==> config.mk <==
export PLATFORM = sky130hd
export DESIGN_NAME = dma_initiator
export DESIGN_NICKNAME = d
export VERILOG_FILES = /design/src/rtl/dma_pkg.sv /design/src/rtl/dma_addr_ctr.sv /design/src/rtl/dma_initiator.sv
export SDC_FILE = /design/constraint.sdc
export NUM_CORES = 1
export LEC_CHECK = 0
export ABC_CLOCK_PERIOD_IN_PS = 2300
export CORE_UTILIZATION = 33
export CTS_BUF_LIST = sky130_fd_sc_hd__clkbuf_4 sky130_fd_sc_hd__clkbuf_8
export DETAILED_ROUTE_END_ITERATION = 8
export PLACE_DENSITY_LB_ADDON = 0.2
export SYNTH_ARGS = -nofsm -noshare
export SYNTH_HDL_FRONTEND = slang
export SYNTH_HIERARCHICAL = 1
export SYNTH_SLANG_ARGS = --single-unit
==> constraint.sdc <==
create_clock -name clk_i -period 2.3 [get_ports clk_i]
set_input_delay 0.23 -clock clk_i [delete_from_list [all_inputs] [get_ports clk_i]]
set_output_delay 0.23 -clock clk_i [all_outputs]
set_load 0.1 [all_outputs]
**Run 1: the clock network**

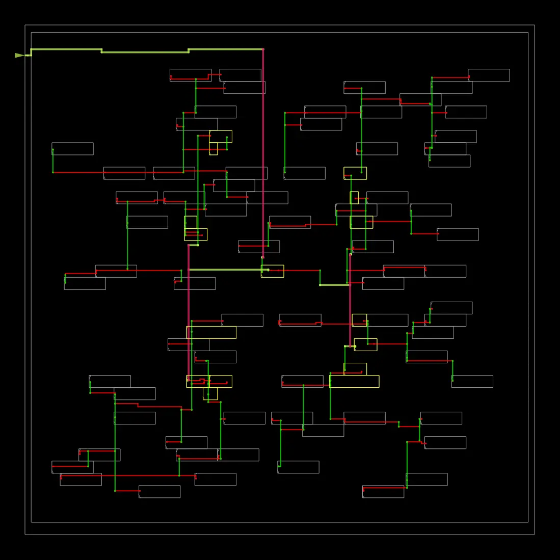
clock buffers: 9
Seq cells: 72

**Run 1: routed clock nets over the placement**

Bar = 20 um.
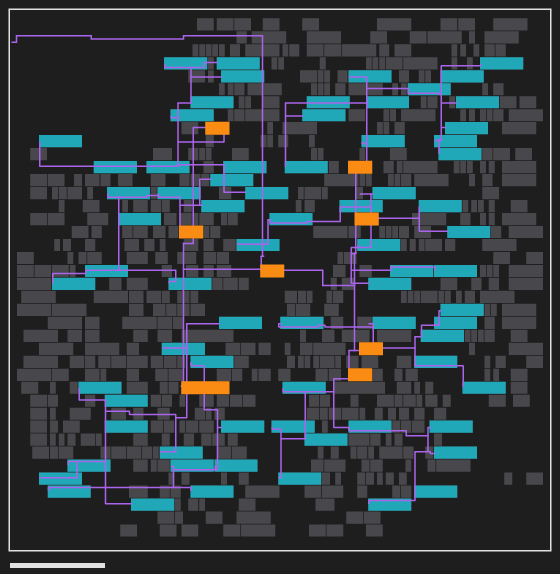
[clock wires] purple | length: 1050 um
[clock-net drivers] orange | count: 9
[flip-flops] cyan | count: 72
flops lie	spread over the die
routed clock nets	10
clk_skew: 0.00741 ns
Clk power: 0.00113 W
worst-skew pair later-pin latency: 0.34 ns

**Run 1: where the registers sit**

Other sequential cells in the stronger gray, the rest of the logic in the fainter gray.
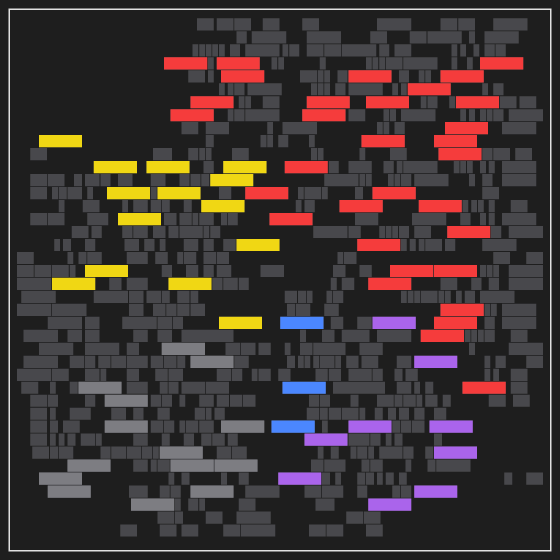
name in the netlist	color	placed flops
`cnt_q`	purple	9
`state_q`	blue	3
`data_q`	red	32
`u_src_ctr/addr_o`	yellow	14
Final Util: 0.517
Seq area share: 0.290
total area of sequential cells: 1800 um2

==> impl_metrics.tcl, run 1 <==
# place-and-route summary
set metrics [dict create \
    cts_buffer_depth 2 \
    relSlewSlack 0.480 \
    lay_top_count "nand2_1" \
    num_vias 3791 \
    combPwrFrac 0.491 \
    path_class "reg -> out" \
    required_ns 2.07 \
    clk_pin_slew_ns 0.08 \
    initialDrtViolationCount 222 \
    place_congestion 0.827 \
    cts_root_buffer "clkbuf_8" \
    synth_seq_share 0.442 \
    die_w_um 113 \
    most-common-layout-cells "128 x nand2_1, 72 x dfrtp_1, 71 x clkdlybuf4s50_1" \
    firstDrtPassIters 5 \
    final_max_slew_viol_count 0 \
    io_pins 123 \
    seqPwrFrac 0.349 \
    flop_cell "dfrtp_1" \
    pwr-share-clk 0.160 \
    status "finished, final reports clean" \
    grt_pass1_vias 3698 \
    critPathSlowestCell "dfrtp_1" \
    endpoint_kind "primary output" \
    synthArstFlopShare 1.00 \
    ir_drop_mv 0.747 \
    worstSetupStartpointType "register" \
    grt_usage 0.181 \
    power.density_nw_per_um2 1130 \
    rrSetupSlack_ns 0.27 \
    dieArea_um2 12800 \
    synth.distinct_cells 47 \
    largest_register_ffs 32 \
    sw_frac_of_total 0.455 \
    final-hold-violation-count 0 \
    syn2layout_area_growth_pct 52.4 \
    drc 0 \
    overflow 0 \
    p_leak_nw 2.67 \
    clock_sinks 72 \
    cts_buffers 9 \
    period_needed_ns 2.19 \
    cp.arrival_ns 1.96 \
    fin_tns_setup_ns 0 \
    totalWireLength_um 11200 \
    p_int_w 0.00384 \
    io_buffers 122 \
    yosys_cells 462 \
    period_used_share 0.951 \
    post-dp-hpwl_um 8210 \
    antenna_found_initial 0 \
    crit_chain "nor3b_4, nand2_1, clkinvlp_4, buf_4, a22o_1, buf_12" \
    synth_cells 462 \
    hold_path_class "in -> reg" \
    fmax_mhz 457 \
    rows 40 \
    maxCapViolations 0 \
    setup_viol 0 \
    cp_top_family "buffers and inverters" \
    p_sw_w 0.00321 \
    grt_max_degree 41 \
    synth.avg_cell_area_um2 8.83 \
    cts_tree "built" \
    post_drt_wl_per_cell_um 15.1 \
    synth_warnings 6 \
    grt_first_pass_wirelength_um 18600 \
    finalNetCount 671 \
    syn_area_um2 4080 \
    crit_cells 6 \
    edf_count 0 \
    die_h_um 113 \
    fp_nets 539 \
    htree_levels 3 \
    ant_nets 0 \
    rsz0062_at_grt "false" \
    ys_area_um2 4080 \
    antenna_cells 0 \
    coreArea_um2 12000 \
    path_buffers 3 \
    ys.flops 72 \
    fp_util 0.340 \
    viasPerCell 5.08 \
    drive_gt1_frac 0.184 \
]
[run 1: power groups by stage]
stage          Combinational (W)  Clock, W  Sequential (W)
2_1_floorplan            0.00245         0         0.00227
3_3_place_gp             0.00340         0         0.00245
3_5_place_dp             0.00347         0         0.00248
4_1_cts                  0.00348   0.00116         0.00246
5_1_grt                  0.00374   0.00121         0.00255
6_report                 0.00346   0.00113         0.00246
[run 1: area by class of cell]
type / count / area (um2)
clock buffers: 9 / 124
clock inverters: 7 / 95.1
fillers: 1117 / 5800
inverters: 9 / 37.5
multi-input cells: 355 / 2080
flip-flops and latches: 72 / 1800
well taps: 147 / 184
repair buffers: 147 / 1890
[run 1: logic make-up after synthesis]
family,after synthesis,synth area share
compound gates,92,0.161
xor+xnor,10,0.0215
fa+ha+maj,4,0.0123
buf+inv,35,0.0506
flops,72,0.442
mux,4,0.0104
simple gates,245,0.302
[run 1: metal layers]
metal	track usage	vias to the layer above	routed length, um	part of all wire
li1	-	1886	-	-
met1	0.246	1778	5170	0.46
met2	0.290	117	5310	0.47
met3	0.0332	10	629	0.056
met4	0.0623	0	118	0.011
met5	0	-	0	0
[run 1: timing repair]
item / in CTS / in global routing
setup buffers: 0 / 3
hold endpoints to repair: 32 / 0
gates resized: 1 / 0
endpoints found under the setup margin: 2 / 2
hold buffers: 1 / 0
[run 1: cell usage after synthesis (all sizes together) (10+ instances only)]
library cell | instances | area (um2)
a22o | 14 | 123
and2 | 33 | 206
buf | 17 | 139
dfrtp | 72 | 1800
nand2 | 130 | 493
nand4 | 13 | 106
nor2 | 14 | 62.6
nor4 | 10 | 62.6
o211ai | 10 | 75.1
o21ai | 23 | 115
o31a | 12 | 105
[run 1: worst min-delay path: cells and delay by family]
family	cells	cell delay, ns
buf+inv	1	0.40
simple gates	2	0.09
[run 1: stage by stage]
stage,power (W),area [um2],worst slack (ns),hold WS [ns]
floorplan,0.00472,4100,0.0205,-0.0656
global placement,0.00585,5960,0.217,0.350
detailed placement,0.00594,5960,0.167,0.354
CTS,0.00710,6190,0.0649,0.397
global route,0.00750,6210,0.0266,0.404
finish,0.00705,6210,0.112,0.410
**Run 1: sizing map**

Bar = 20 um.
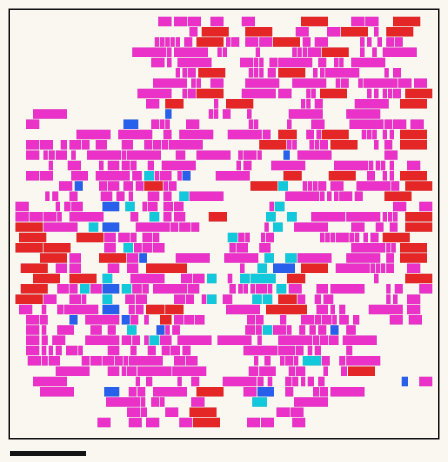

==> run 2: changes to the inputs <==
--- a/config.mk
+++ b/config.mk
@@ -7,3 +7,3 @@
 export LEC_CHECK = 0
-export ABC_CLOCK_PERIOD_IN_PS = 2300
+export ABC_CLOCK_PERIOD_IN_PS = 2600
 export CORE_UTILIZATION = 33
==> constraint.sdc (replaced) <==
create_clock -name clk_i -period 2.6 [get_ports clk_i]
set_input_delay 0.65 -clock clk_i [delete_from_list [all_inputs] [get_ports clk_i]]
set_output_delay 0.65 -clock clk_i [all_outputs]
set_load 0.1 [all_outputs]
**Run 2: sizing map**

Bar = 20 um.
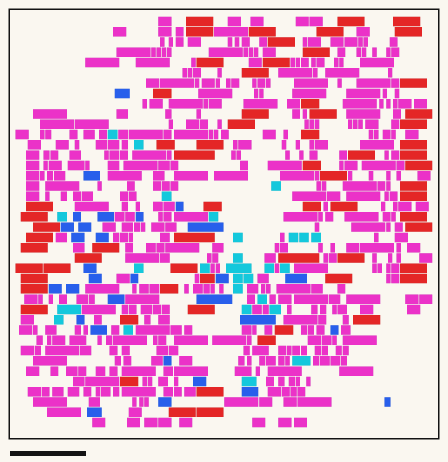
size	color	cells
x6 and larger	red	67
x3 and x4	cyan	27
x1 and smaller	magenta	474
x2	blue	30
Worst Slack Setup Final: 0.118 ns
final instance area: 6300 um2

**Run 2: the clock network**

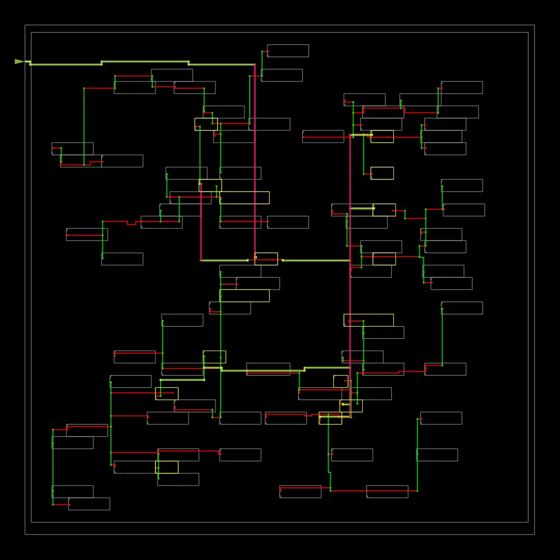
Clk power: 0.00115 W
worst-skew pair later-pin latency: 0.36 ns

==> impl_metrics.tcl, run 2 <==
# place-and-route summary
set metrics [dict create \
    fp_util 0.340 \
    fin_tns_setup_ns 0 \
    edf_count 0 \
    met1Wirelength_um 5230 \
    cts_tree "built" \
    hold_buffers 0 \
    yosys_cells 462 \
    die_w_um 113 \
    cts_buffers 9 \
    rows 40 \
    viasPerCell 5.15 \
    clk_pin_slew_ns 0.08 \
    period_needed_ns 2.48 \
    synth_warnings 6 \
    rsz0062_at_grt "false" \
    area_leaders "dfrtp_1 44%, nand2_1 12%, and2_1 5.1%" \
    io_pins 123 \
    io_buffers 122 \
    fp_nets 539 \
    flop_cell "dfrtp_1" \
    largest_register_ffs 32 \
    ys_top_cells_by_count "128 x nand2_1, 72 x dfrtp_1, 33 x and2_1" \
    hold_slack_ns 0.231 \
    status "finished, final reports clean" \
    finalNetCount 670 \
    lay_top_count "nand2_1" \
    setup_viol 0 \
    routed-wl-met3_um 679 \
    die_h_um 113 \
    coreArea_um2 12000 \
    ir_drop_mv 0.586 \
    initialDrtViolationCount 155 \
    cts_root_buffer "clkbuf_8" \
    place_congestion 0.801 \
    p_leak_nw 2.71 \
    path_class "in -> out" \
]
## run 2: power breakdown
part / switching, W / internal (W)
Combinational: 0.00184 / 0.00126
Clock: 0.000436 / 0.000718
Sequential: 0.000582 / 0.00164
Total: 0.00286 / 0.00362
## run 2: timing repair
action,CTS,global route
hold endpoints to repair,0,0
endpoints found under the setup margin,14,18
gates cloned,1,0
setup buffers,0,5
pin swaps,1,0
gates resized,6,4
## run 2: metrics by stage
stage | total power (W) | worst slack [ns] | instance area [um2] | instances
2_1_floorplan | 0.00418 | -0.133 | 4100 | 462
3_3_place_gp | 0.00519 | -0.0989 | 5970 | 723
3_5_place_dp | 0.00526 | -0.0993 | 5970 | 723
4_1_cts | 0.00645 | 0.0421 | 6260 | 740
5_1_grt | 0.00689 | 0.000313 | 6300 | 745
6_report | 0.00648 | 0.118 | 6300 | 745
## run 2: per-layer routing
| layer | GRT usage | up-vias |
|---|---|---|
| met4 | 0.0816 | 0 |
| met1 | 0.239 | 1811 |
| li1 | - | 1882 |
| met3 | 0.0396 | 16 |
| met5 | 0 | - |
| met2 | 0.306 | 125 |
## run 2: cell type report
| type | instances | area (um2) |
|---|---|---|
| sequential | 72 | 1810 |
| fill | 1114 | 5710 |
| clock inverter | 4 | 98.8 |
| clock buffer | 12 | 165 |
| tap | 147 | 184 |
| inverter | 9 | 33.8 |
| multi-input combinational | 355 | 2100 |
| timing repair buffer | 146 | 1910 |
## run 2: worst max-delay path, cell delays in order
cell and delay, ns:
dlygate4sd2_1 0.28, nand2_1 0.09, nor3_2 0.24, buf_4 0.22, a22o_2 0.17, buf_12 0.17
## run 2: logic make-up after synthesis
group	count (synthesis)	share of synthesized area
buf+inv	35	0.0506
simple gates	245	0.302
compound gates	92	0.161
xor+xnor	10	0.0215
flops	72	0.442
mux	4	0.0104
fa+ha+maj	4	0.0123
Power figures rest on the tool's default switching activity, not on a simulated workload.
